## config.mk

```make
export PLATFORM = sky130hd
export DESIGN_NAME = y_alu_flat
export DESIGN_NICKNAME = d
export VERILOG_FILES = /design/src/rtl/y_alu_if.sv /design/src/rtl/y_alu.sv /design/src/flat_wrapper.sv
export SDC_FILE = /design/constraint.sdc
export NUM_CORES = 1
export LEC_CHECK = 0
export CAP_MARGIN = 25
export CORE_MARGIN = 8
export CORE_UTILIZATION = 40
export DETAILED_ROUTE_END_ITERATION = 8
export PLACE_DENSITY = 0.76
export SLEW_MARGIN = 15
export SYNTH_ARGS = -nofsm -noshare
export SYNTH_HDL_FRONTEND = slang
export SYNTH_SLANG_ARGS = --single-unit
```

## constraint.sdc

```tcl
create_clock -name clk -period 2.08 [get_ports clk]
set_clock_uncertainty 0.1 [all_clocks]
set_input_delay 0.312 -clock clk [delete_from_list [all_inputs] [get_ports clk]]
set_output_delay 0.312 -clock clk [all_outputs]
set_load 0.1 [all_outputs]
```

## src/rtl/y_alu_if.sv

```systemverilog
// Operand/result bundle for y_alu: the driver owns a, b and op, the ALU
// owns the registered result z and its zero flag.
interface y_alu_if #(
  parameter int WIDTH = 32
);
  logic [WIDTH-1:0] a;
  logic [WIDTH-1:0] b;
  logic [2:0]       op;
  logic [WIDTH-1:0] z;
  logic             zero;

  modport master (output a, b, op, input  z, zero);
  modport slave  (input  a, b, op, output z, zero);
endinterface

```

## src/rtl/y_alu.sv

```systemverilog
// Single-cycle registered ALU: AND, OR, ADD, SUB and unsigned SLT.
// ADD, SUB and SLT share one adder; op[2] selects the inverted b operand
// and the carry-in, so SUB is a + ~b + 1 and SLT reads that adder's
// carry-out. The result and its zero flag load on the same edge.
module y_alu #(
  parameter int WIDTH = 32
) (
  input  logic     clk,
  input  logic     rst,
  y_alu_if.slave   bus
);

  typedef enum logic [2:0] {
    OP_AND = 3'b000,
    OP_OR  = 3'b001,
    OP_ADD = 3'b010,
    OP_SUB = 3'b110,
    OP_SLT = 3'b111
  } op_e;

  logic [WIDTH-1:0] b_eff;
  logic [WIDTH:0]   sum_full;
  logic             carry_out;
  logic [WIDTH-1:0] z_d, z_q;
  logic             zero_d, zero_q;

  // Shared adder: op[2] inverts b and injects the +1 for two's complement.
  always_comb begin
    b_eff     = bus.op[2] ? ~bus.b : bus.b;
    sum_full  = {1'b0, bus.a} + {1'b0, b_eff} + {{WIDTH{1'b0}}, bus.op[2]};
    carry_out = sum_full[WIDTH];
  end

  // Result select; unused opcodes fall through to zero.
  always_comb begin
    // NOTE: default every always_comb output first so no path leaves it unassigned and infers a latch.
    z_d = '0;
    unique case (bus.op)
      OP_AND:  z_d = bus.a & bus.b;
      OP_OR:   z_d = bus.a | bus.b;
      OP_ADD,
      OP_SUB:  z_d = sum_full[WIDTH-1:0];
      // No carry out of a + ~b + 1 means a borrow occurred, i.e. a < b unsigned.
      OP_SLT:  z_d = {{(WIDTH-1){1'b0}}, ~carry_out};
      default: z_d = '0;
    endcase
    // Derived from the value being loaded so z and zero never disagree.
    zero_d = ~|z_d;
  end

  // Output register with asynchronous reset to z = 0, zero = 1.
  always_ff @(posedge clk or posedge rst) begin
    if (rst) begin
      z_q    <= '0;
      zero_q <= 1'b1;
    end else begin
      // NOTE: sequential state uses non-blocking assignments so every register samples pre-edge values.
      z_q    <= z_d;
      zero_q <= zero_d;
    end
  end

  assign bus.z    = z_q;
  assign bus.zero = zero_q;

endmodule

```

## src/flat_wrapper.sv

```systemverilog
// flat-port wrapper written by rule: the top's interface ports become plain ports
module y_alu_flat 
#(
  parameter int WIDTH = 32
)
  (clk, rst, bus_a, bus_b, bus_op, bus_z, bus_zero);
  y_alu_if #(.WIDTH(WIDTH)) bus_i ();
  input  logic clk;
  input  logic rst;
  input wire logic [$bits(bus_i.a)-1:0] bus_a;
  input wire logic [$bits(bus_i.b)-1:0] bus_b;
  input wire logic [$bits(bus_i.op)-1:0] bus_op;
  output wire logic [$bits(bus_i.z)-1:0] bus_z;
  output wire logic [$bits(bus_i.zero)-1:0] bus_zero;
  assign bus_i.a = bus_a;
  assign bus_i.b = bus_b;
  assign bus_i.op = bus_op;
  assign bus_z = bus_i.z;
  assign bus_zero = bus_i.zero;
  y_alu #(.WIDTH(WIDTH)) u_core (.clk(clk), .rst(rst), .bus(bus_i));
endmodule
```

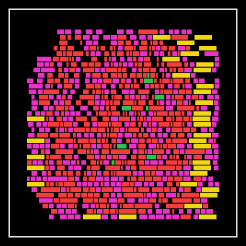
(images/cell_classes.png)
Scale: 2 px per um.
[red] all other logic | cells: 414 | share of their area: 51%
[yellow] flops | cells: 33 | share of their area: 11%
[green] clock drivers and dummy loads | cells: 8 | share of their area: 1.1%
[magenta] other buffers and delay cells | cells: 320 | share of their area: 37%
final core occ: 81.9%
Seq area share: 11.0%
core box area: 9200 um^2
design area: 7540 um^2

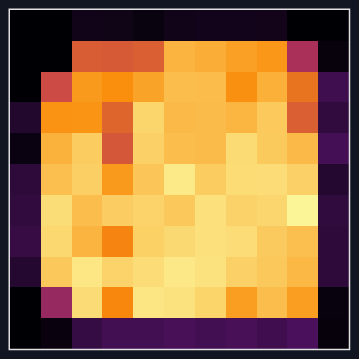
(images/density.png)
Scale: 3 px per um. The die is cut into 11 by 11 equal tiles; black is low, pale yellow is high, 0 to 100% covered.
fullest tile: 98%
nearly empty tiles: 8.3%
emptiest ninth of the die: north-west
mean over tiles: 58%
densest ninth of the die: center

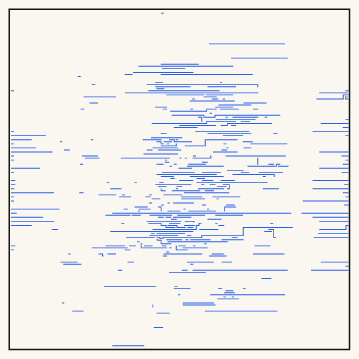
(images/met3.png)
Scale: 3 px per um.
share of all routed wire: 9.9%
wire length on this layer: 2020 um
main direction: horizontal
GR Util met3: 3.99%
WL final: 20300 um

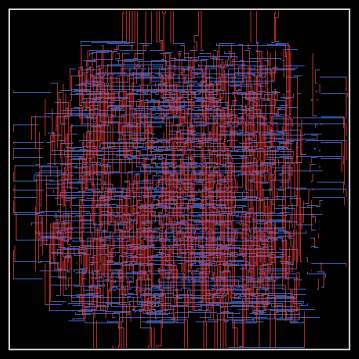
(images/metal_stack.png)
Scale: 3 px per um. Two of the layers only.
[red] met2 | wire length: 9380 um
[blue] met1 | wire length: 7620 um

==> Changelog: implementation <==
### Implementation results

- Post CTS Setup Buffer Count: 38
- Buf+Inv Stages, Crit Path: 5
- Clock network share of area: 1.10%
- Count of library flops with an enable pin: 0
- # DRC: 0
- Violations in the final reports: negative setup slack
- Internal power: approximately 0.0025 W
- Status: complete, but fails checks
- Met1 global-route usage: 32.3%
- Switching Fraction: 49.5%
- Complex Gates by Area: ~24%
- Final WS setup: -1510 ps
- Via count: around 5.5k
- Final Hold Viols: 0
- Count of multi-input gates: roughly 410
- Crit path DAT: 3720 ps
- Maximum vdd drop: about 0.42 mV
- Ys Warns: 0
- Lkg Pwr: roughly 3.4 nW
- Dominant combinational family: AND-OR/OR-AND gates
- Via-to-Cell Ratio: between 6 and 7
- Chip Area, Yosys: between 3000 and 4000 um^2
- Met2 wire length: ~9400 um
- Total of max-cap violations: 0
- Layout non-clock buf frac: a little over a third
- Layout Cells excl Fill: approximately 890
- CTS tree: built
- DIE AREA: roughly 13000 um^2
- Ports: roughly 100
- Nonclk inv count: 7
- First-pass GRT wire length: between 20000 and 30000 um
- Max-slew violation count: 0
- Main flop type: dfrtp_1
- CTS hold repair buffers: 0
- Cells after DPL: about 840
- Met1 wire length: 7620 um
- Sw power: about 0.0025 W
- Fill cells: ~550
- Total clock sinks: 33
- Simple-Gate Area Share: 18.4%
- Largest class: multi-input combinational cells
- Final setup fails: 28
- Worst path required time: between 2000 and 2500 ps
## power groups by stage
stage               registers [W]  clock network [W]  logic [W]
finish                   0.000751           0.000541    0.00366
global route             0.000758           0.000548    0.00379
CTS                      0.000751           0.000524    0.00316
detailed placement       0.000763                  0    0.00274
global placement         0.000759                  0    0.00270
floorplan                 0.00139                  0   0.000986
## layout by cell type (no fill, tap or decap), drive strengths merged, types with 3 or more instances in the layout
| cell | count |
|---|---|
| nor2 | 29 |
| nor4 | 6 |
| a211o | 3 |
| nand3 | 5 |
| nor2b | 3 |
| xor2 | 46 |
| or4 | 3 |
| a21oi | 44 |
| dlygate4sd2 | 14 |
| clkbuf | 9 |
| o21ai | 50 |
| a21o | 10 |
| inv | 7 |
| nand4 | 10 |
| buf | 254 |
| o22ai | 8 |
| maj3 | 26 |
| nor3 | 4 |
| nand2 | 62 |
| o21a | 3 |
| nand4b | 3 |
| a221oi | 3 |
| a31oi | 5 |
| and3 | 3 |
| o21bai | 4 |
| ha | 33 |
| clkdlybuf4s50 | 44 |
| dlymetal6s2s | 4 |
| xnor2 | 10 |
| a211oi | 3 |
| dfrtp | 32 |
## metrics by stage
| step | TNS, ps | worst slack, ps | util (%) | hold WS (ps) | power (W) |
|---|---|---|---|---|---|
| after floorplan | -8630 | -1240 | - | 340 | 0.00238 |
| after global placement | -29490 | -1990 | 67.2 | 627 | 0.00346 |
| after detailed placement | -31440 | -2190 | 67.2 | 641 | 0.00350 |
| after CTS | -14800 | -1260 | 76.7 | 316 | 0.00443 |
| after global routing | -21010 | -1670 | 81.9 | 389 | 0.00509 |
| final | -18980 | -1510 | 81.9 | 298 | 0.00495 |
## sequential cells by signal (all words and copies together) (netlist names)
signal	flops
u_core.bus.z	32
u_core.bus.zero	1
Power is estimated from default activity; no workload was simulated.
